==> src/rtl/oldland_bus_defs.sv <==
// Shared definitions for the oldland memory arbiter: widths, states, defaults.
package oldland_bus_defs;

  localparam int unsigned ADDR_W = 30;
  localparam int unsigned DATA_W = 32;
  localparam int unsigned BSEL_W = 4;
  localparam int unsigned TMO_W  = 16;

  localparam logic [TMO_W-1:0] TIMEOUT_CYCLES_DEFAULT = 16'd1024;

  // Arbiter FSM states
  typedef enum logic [1:0] {
    IDLE    = 2'd0,
    GRANT_I = 2'd1,
    GRANT_D = 2'd2
  } arb_state_e;

  // Requester most recently granted, used for round-robin on contention
  typedef enum logic {
    GNT_I = 1'b0,
    GNT_D = 1'b1
  } grant_e;

  // Request fields driven onto the shared bus
  typedef struct packed {
    logic [ADDR_W-1:0] addr;
    logic [BSEL_W-1:0] bytesel;
    logic              wr_en;
    logic [DATA_W-1:0] wr_val;
  } bus_req_t;

endpackage

==> src/rtl/oldland_mem_arbiter_if.sv <==
// Bundle of instruction, data and shared memory bus signals around the arbiter.
interface oldland_mem_arbiter_if;
  import oldland_bus_defs::*;

  // instruction requester
  logic              i_access;
  logic [ADDR_W-1:0] i_addr;
  logic [DATA_W-1:0] i_data;
  logic              i_ack;
  logic              i_error;

  // data requester
  logic              d_access;
  logic [ADDR_W-1:0] d_addr;
  logic [BSEL_W-1:0] d_bytesel;
  logic              d_wr_en;
  logic [DATA_W-1:0] d_wr_val;
  logic [DATA_W-1:0] d_data;
  logic              d_ack;
  logic              d_error;

  // shared memory bus
  logic              m_access;
  logic [ADDR_W-1:0] m_addr;
  logic [BSEL_W-1:0] m_bytesel;
  logic              m_wr_en;
  logic [DATA_W-1:0] m_wr_val;
  logic [DATA_W-1:0] m_data;
  logic              m_ack;
  logic              m_error;

  // Arbiter side: master of the shared bus, responder to both requesters
  modport master (
    input  i_access, i_addr,
    output i_data, i_ack, i_error,
    input  d_access, d_addr, d_bytesel, d_wr_en, d_wr_val,
    output d_data, d_ack, d_error,
    output m_access, m_addr, m_bytesel, m_wr_en, m_wr_val,
    input  m_data, m_ack, m_error
  );

  // Environment side: requesters plus the memory slave
  modport slave (
    output i_access, i_addr,
    input  i_data, i_ack, i_error,
    output d_access, d_addr, d_bytesel, d_wr_en, d_wr_val,
    input  d_data, d_ack, d_error,
    input  m_access, m_addr, m_bytesel, m_wr_en, m_wr_val,
    output m_data, m_ack, m_error
  );

endinterface

==> src/rtl/oldland_bus_timeout.sv <==
// Grant timeout counter: expired is high while the count equals TIMEOUT_CYCLES-1.
module oldland_bus_timeout
  import oldland_bus_defs::*;
#(
  parameter logic [TMO_W-1:0] TIMEOUT_CYCLES = TIMEOUT_CYCLES_DEFAULT
) (
  input  logic clk,
  input  logic rst_n,
  input  logic clear,
  input  logic enable,
  output logic expired
);

  localparam logic [TMO_W-1:0] LIMIT = TIMEOUT_CYCLES - TMO_W'(1);

  logic [TMO_W-1:0] count;
  logic [TMO_W-1:0] count_nxt;

  // Next count: clear wins over enable
  always_comb begin
    count_nxt = count;
    if (clear) begin
      count_nxt = '0;
    end else if (enable) begin
      count_nxt = count + TMO_W'(1);
    end
  end

  // Count register with expiry flag registered alongside it
  always_ff @(posedge clk) begin
    if (!rst_n) begin
      count   <= '0;
      expired <= (LIMIT == '0);
    end else begin
      count   <= count_nxt;
      expired <= (count_nxt == LIMIT);
    end
  end

endmodule

==> src/rtl/oldland_mem_arbiter.sv <==
// Round-robin arbiter sharing one memory bus between I$ refill and data port.
module oldland_mem_arbiter
  import oldland_bus_defs::*;
#(
  parameter logic [TMO_W-1:0] TIMEOUT_CYCLES = TIMEOUT_CYCLES_DEFAULT
) (
  input  logic                  clk,
  input  logic                  rst_n,
  oldland_mem_arbiter_if.master bus
);

  arb_state_e state;
  arb_state_e state_nxt;
  grant_e     last_grant;
  grant_e     last_grant_nxt;

  logic     in_grant;
  logic     tmo_expired;
  logic     tmo_enable;
  logic     tmo_err;
  logic     done;
  bus_req_t req;

  assign in_grant   = (state != IDLE);
  assign tmo_enable = in_grant & ~bus.m_ack & ~bus.m_error;
  // An ack in the expiry cycle completes normally instead of timing out
  assign tmo_err    = in_grant & tmo_expired & ~bus.m_ack;
  assign done       = bus.m_ack | bus.m_error | tmo_expired;

  // Timer is held clear in IDLE so every grant starts from zero
  oldland_bus_timeout #(
    .TIMEOUT_CYCLES (TIMEOUT_CYCLES)
  ) u_timeout (
    .clk     (clk),
    .rst_n   (rst_n),
    .clear   (~in_grant),
    .enable  (tmo_enable),
    .expired (tmo_expired)
  );

  // State and round-robin history registers
  always_ff @(posedge clk) begin
    if (!rst_n) begin
      state      <= IDLE;
      last_grant <= GNT_I;
    end else begin
      state      <= state_nxt;
      last_grant <= last_grant_nxt;
    end
  end

  // Next-state selection and combinational forwarding to/from the granted requester
  always_comb begin
    state_nxt      = state;
    last_grant_nxt = last_grant;
    req            = '0;
    bus.m_access   = 1'b0;
    bus.i_data     = '0;
    bus.i_ack      = 1'b0;
    bus.i_error    = 1'b0;
    bus.d_data     = '0;
    bus.d_ack      = 1'b0;
    bus.d_error    = 1'b0;

    case (state)
      IDLE: begin
        if (bus.i_access && bus.d_access) begin
          state_nxt = (last_grant == GNT_I) ? GRANT_D : GRANT_I;
        end else if (bus.d_access) begin
          state_nxt = GRANT_D;
        end else if (bus.i_access) begin
          state_nxt = GRANT_I;
        end
      end
      GRANT_I: begin
        if (done) begin
          state_nxt      = IDLE;
          last_grant_nxt = GNT_I;
        end
      end
      GRANT_D: begin
        if (done) begin
          state_nxt      = IDLE;
          last_grant_nxt = GNT_D;
        end
      end
      default: state_nxt = IDLE;
    endcase

    // Outputs stay quiet while reset is asserted, even if a grant is in flight
    if (rst_n) begin
      if (state == GRANT_I) begin
        bus.m_access = 1'b1;
        req.addr     = bus.i_addr;
        req.bytesel  = '1;
        req.wr_en    = 1'b0;
        req.wr_val   = '0;
        bus.i_data   = bus.m_data;
        bus.i_ack    = bus.m_ack;
        bus.i_error  = bus.m_error | tmo_err;
      end else if (state == GRANT_D) begin
        bus.m_access = 1'b1;
        req.addr     = bus.d_addr;
        req.bytesel  = bus.d_bytesel;
        req.wr_en    = bus.d_wr_en;
        req.wr_val   = bus.d_wr_val;
        bus.d_data   = bus.m_data;
        bus.d_ack    = bus.m_ack;
        bus.d_error  = bus.m_error | tmo_err;
      end
    end

    bus.m_addr    = req.addr;
    bus.m_bytesel = req.bytesel;
    bus.m_wr_en   = req.wr_en;
    bus.m_wr_val  = req.wr_val;
  end

endmodule

==> src/flat_wrapper.sv <==
// flat-port wrapper written by rule: the top's interface ports become plain ports
module oldland_mem_arbiter_flat import oldland_bus_defs::*;
#(
  parameter logic [TMO_W-1:0] TIMEOUT_CYCLES = TIMEOUT_CYCLES_DEFAULT
)
  (clk, rst_n, bus_i_access, bus_i_addr, bus_i_data, bus_i_ack, bus_i_error, bus_d_access, bus_d_addr, bus_d_bytesel, bus_d_wr_en, bus_d_wr_val, bus_d_data, bus_d_ack, bus_d_error, bus_m_access, bus_m_addr, bus_m_bytesel, bus_m_wr_en, bus_m_wr_val, bus_m_data, bus_m_ack, bus_m_error);
  oldland_mem_arbiter_if bus_i ();
  input  logic clk;
  input  logic rst_n;
  input wire logic [$bits(bus_i.i_access)-1:0] bus_i_access;
  input wire logic [$bits(bus_i.i_addr)-1:0] bus_i_addr;
  output wire logic [$bits(bus_i.i_data)-1:0] bus_i_data;
  output wire logic [$bits(bus_i.i_ack)-1:0] bus_i_ack;
  output wire logic [$bits(bus_i.i_error)-1:0] bus_i_error;
  input wire logic [$bits(bus_i.d_access)-1:0] bus_d_access;
  input wire logic [$bits(bus_i.d_addr)-1:0] bus_d_addr;
  input wire logic [$bits(bus_i.d_bytesel)-1:0] bus_d_bytesel;
  input wire logic [$bits(bus_i.d_wr_en)-1:0] bus_d_wr_en;
  input wire logic [$bits(bus_i.d_wr_val)-1:0] bus_d_wr_val;
  output wire logic [$bits(bus_i.d_data)-1:0] bus_d_data;
  output wire logic [$bits(bus_i.d_ack)-1:0] bus_d_ack;
  output wire logic [$bits(bus_i.d_error)-1:0] bus_d_error;
  output wire logic [$bits(bus_i.m_access)-1:0] bus_m_access;
  output wire logic [$bits(bus_i.m_addr)-1:0] bus_m_addr;
  output wire logic [$bits(bus_i.m_bytesel)-1:0] bus_m_bytesel;
  output wire logic [$bits(bus_i.m_wr_en)-1:0] bus_m_wr_en;
  output wire logic [$bits(bus_i.m_wr_val)-1:0] bus_m_wr_val;
  input wire logic [$bits(bus_i.m_data)-1:0] bus_m_data;
  input wire logic [$bits(bus_i.m_ack)-1:0] bus_m_ack;
  input wire logic [$bits(bus_i.m_error)-1:0] bus_m_error;
  assign bus_i.i_access = bus_i_access;
  assign bus_i.i_addr = bus_i_addr;
  assign bus_i_data = bus_i.i_data;
  assign bus_i_ack = bus_i.i_ack;
  assign bus_i_error = bus_i.i_error;
  assign bus_i.d_access = bus_d_access;
  assign bus_i.d_addr = bus_d_addr;
  assign bus_i.d_bytesel = bus_d_bytesel;
  assign bus_i.d_wr_en = bus_d_wr_en;
  assign bus_i.d_wr_val = bus_d_wr_val;
  assign bus_d_data = bus_i.d_data;
  assign bus_d_ack = bus_i.d_ack;
  assign bus_d_error = bus_i.d_error;
  assign bus_m_access = bus_i.m_access;
  assign bus_m_addr = bus_i.m_addr;
  assign bus_m_bytesel = bus_i.m_bytesel;
  assign bus_m_wr_en = bus_i.m_wr_en;
  assign bus_m_wr_val = bus_i.m_wr_val;
  assign bus_i.m_data = bus_m_data;
  assign bus_i.m_ack = bus_m_ack;
  assign bus_i.m_error = bus_m_error;
  oldland_mem_arbiter #(.TIMEOUT_CYCLES(TIMEOUT_CYCLES)) u_core (.clk(clk), .rst_n(rst_n), .bus(bus_i));
endmodule
==> config.mk <==
export PLATFORM = sky130hd
export DESIGN_NAME = oldland_mem_arbiter_flat
export DESIGN_NICKNAME = d
export VERILOG_FILES = /design/src/rtl/oldland_bus_defs.sv /design/src/rtl/oldland_mem_arbiter_if.sv /design/src/rtl/oldland_bus_timeout.sv /design/src/rtl/oldland_mem_arbiter.sv /design/src/flat_wrapper.sv
export SDC_FILE = /design/constraint.sdc
export NUM_CORES = 1
export LEC_CHECK = 0
export CORE_MARGIN = 10
export CORE_UTILIZATION = 25
export DETAILED_ROUTE_END_ITERATION = 6
export GPL_TIMING_DRIVEN = 1
export PLACE_DENSITY = 0.81
export SLEW_MARGIN = 10
export SYNTH_ARGS = -nofsm -noshare
export SYNTH_HDL_FRONTEND = slang
export SYNTH_SLANG_ARGS = --single-unit
==> constraint.sdc <==
create_clock -name clk -period 2.85 [get_ports clk]
set_input_delay 0.855 -clock clk [delete_from_list [all_inputs] [get_ports clk]]
set_output_delay 0.855 -clock clk [all_outputs]
set_load 0.01 [all_outputs]
==> summary.txt <==
Implementation run completed; key figures follow.

Synth:
- By area the synthesized netlist is led by sky130_fd_sc_hd__and2_1 19%, sky130_fd_sc_hd__dfxtp_1 17%, sky130_fd_sc_hd__a22o_1 11%.
- The run puts the average size of a mapped cell at 7.28 µm².
- The run gives the synthesized flop and latch total as 20.
- Per the post-synthesis report, the nets total 456.
- The run gives the count of different cell masters after synthesis as 45.
- The run puts the instance count of the mapped netlist at 317.
- The run puts the proportion of synthesized chip area in sequential cells at 0.174.
- Yosys stat counts 317 cells in the synthesized netlist.
- The run gives the top-area cell type share of the netlist area as 0.187.
- Per the synthesis report, the dominant area consumer among library cells is sky130_fd_sc_hd__and2_1.

Critical path:
- The run puts the worst-case register-to-register setup slack at 0.21 ns.
- The worst setup path is captured at an output pin.
- Per the timing report, the most critical flop-to-flop path finishes at u_core.u_timeout.expired.

Final timing:
- The run gives the post-route clock period utilization as 0.992.
- The run puts the worst max-slew margin expressed relative to the limit at 0.696.
- The run gives the final-report hold violation count as 0.

Status:
- The flow ran to the end, and the final reports show no timing, DRC or antenna violations.

Placement:
- Port buffering added 270 buffers.
- The HPWL after detailed placement is 16.5 mm.
- Per the detailed placement report, the placed cell area equals 5260 µm².
- The run puts the routability congestion estimate from global placement at 1.02.

Route:
- The run puts the total via count after detailed routing at 3608.
- The run gives the number of design-rule violations left by the first detailed-router iteration as 278.
- The run puts the residual DRC count at 0.
- The run puts the tally of nets with antenna violations remaining after routing at 0.
- The routed design shows a wire length per standard cell of 27.8 µm.

Pwr:
- The run puts the power dissipated by switching net loads at 412 µW.
- The run puts the internal cell power at 781 µW.
- Of the total power, combinational logic draws 0.566.
- The run puts the total power density per cell area at 232 nW/µm².

GRT:
- The run puts the total grt overflow at 0.
- The run gives the overall global routing resource usage as 0.271.

Die:
- From left edge to right edge, the die measures 116 µm.
- The run gives the floorplan core area as 8850 µm².
- According to the floorplan log, the row count is 34.

Layout:
- The run gives the synthesis-to-layout area growth as 123%.
- The run gives the number of nets in the layout as 731.

Worst hold path:
- The run gives the class of the tightest hold or removal check as reg -> reg.
- The path with the worst hold slack has its endpoint at u_core.last_grant.
[power groups by stage]
stage	logic, mW	clock network [mW]	registers [mW]
after floorplan	0.224	0	0.295
after global placement	0.699	0	0.297
after detailed placement	0.703	0	0.297
after CTS	0.685	0.225	0.291
after global routing	0.714	0.236	0.292
final	0.676	0.226	0.291
[synth_stat cells, drive strengths merged]
cell type and instances:
nand2b 3, clkbuf 30, a41oi 1, a2111oi 1, a22oi 1, and2 70, xor2 4, nand2 13
o211ai 2, a31oi 1, or4 1, nand4 6, mux2i 2, nor4b 1, inv 3, or2 1
nand3 3, o21a 2, ha 4, o31ai 2, a21oi 9, o21ai 4, nand4b 1, nand3b 2
o41ai 1, or4b 1, buf 5, o211a 1, nor2b 8, and3 37, a2bb2oi 1, dfxtp 20
xnor2 12, a22o 30, nor4 4, or3b 1, nor3 4, and3b 2, nor2 23
[per-stage QoR]
step	worst slack (ns)	util	TNS, ns	cells
finish	0.0227	0.581	0	703
global route	0.00441	0.580	0	700
CTS	0.000198	0.601	0	699
detailed placement	-0.747	0.594	-73.50	688
global placement	-0.745	0.594	-71.87	688
floorplan	-0.0458	-	-1.37	317
[registers in the layout (all words and copies together) (netlist names)]
| signal | cells |
|---|---|
| u_core.state | 2 |
| u_core.u_timeout.count | 16 |
| u_core.last_grant | 1 |
| u_core.u_timeout.expired | 1 |
[critical path, stage by stage]
cell                            delay (ns)
sky130_fd_sc_hd__buf_2                0.12
sky130_fd_sc_hd__and3b_2              0.25
sky130_fd_sc_hd__buf_12               0.16
sky130_fd_sc_hd__buf_4                0.14
sky130_fd_sc_hd__and2_1               0.15
sky130_fd_sc_hd__dlygate4sd2_1        0.29
[worst max path at each step]
stage               startpoint              to  slack (ns)  cells after the start
floorplan                rst_n     bus_m_wr_en       -0.05                      6
global placement         rst_n  bus_m_addr[27]       -0.74                      5
detailed placement       rst_n  bus_m_addr[27]       -0.75                      5
CTS                      rst_n   bus_m_addr[1]      0.0002                      6
global route             rst_n   bus_d_data[4]       0.004                      6
finish                   rst_n   bus_d_data[4]        0.02                      6
[what timing repair did]
action,CTS,global route
hold buffers,0,0
setup endpoints to repair,137,50
buffers inserted,3,0
gates resized,253,68
pin swaps,4,1
cloned,4,0
[routing by layer]
metal | part of all wire | wire, µm | track usage
met1 | 0.36 | 7010 | 0.292
met2 | 0.45 | 8860 | 0.424
met3 | 0.16 | 3040 | 0.176
met4 | 0.029 | 571 | 0.0892
met5 | 0.0030 | 59 | 0
[layout make-up]
type,count,area (µm²)
Multi-Input combinational cell,259,1760
Timing Repair Buffer,305,2770
Tap cell,108,135
Inverter,3,11.3
Clock buffer,4,55.1
Fill cell,816,3710
Antenna cell,4,10.0
Sequential cell,20,402
[cell families (layout without fill, tap and decap cells)]
| logic type | count (synthesis) | count (layout) | share of synthesized area |
|---|---|---|---|
| and+or+nand+nor | 181 | 181 | 0.471 |
| AOI/OAI and AO/OA | 56 | 56 | 0.195 |
| buffers and inverters | 38 | 312 | 0.0689 |
| DFF | 20 | 20 | 0.174 |
| xor gates and xnor gates | 16 | 16 | 0.0607 |
| adders and majority gates | 4 | 4 | 0.0217 |
| muxes | 2 | 2 | 0.00868 |
| other | 0 | 4 | 0 |
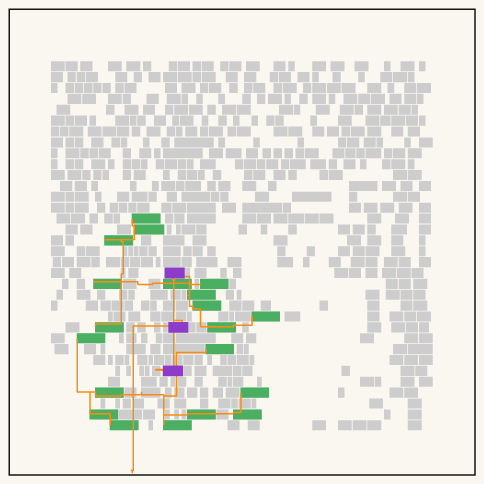
(clock network drawn from the DEF)
Drawn at 4 px/µm.
[purple] cells driving clock nets | count: 3
[orange] clock wires | length: 294 µm
[green] flip-flops | count: 20
routed clock nets	4

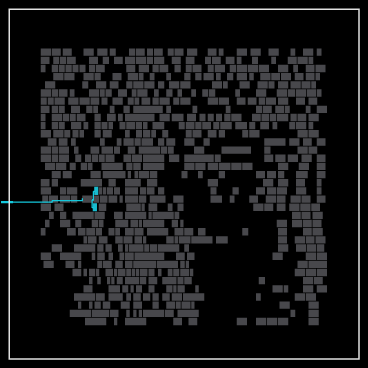
(I/O nets highlighted)
Drawn at 3 px/µm.
color	port	bits	direction	end cells	buffers	wire
cyan	bus_i_access	1	input	2	1	32.2 µm

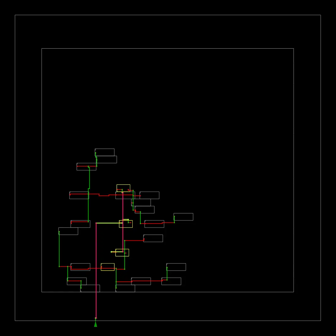
(clock nets)
# clk buffers: 4
number of sequential cells in the layout: 20
Layout Skew: 0.00199 ns
clock-net power: 226 µW
number of buffers created by CTS: 3

Power and IR drop assume default switching activity.
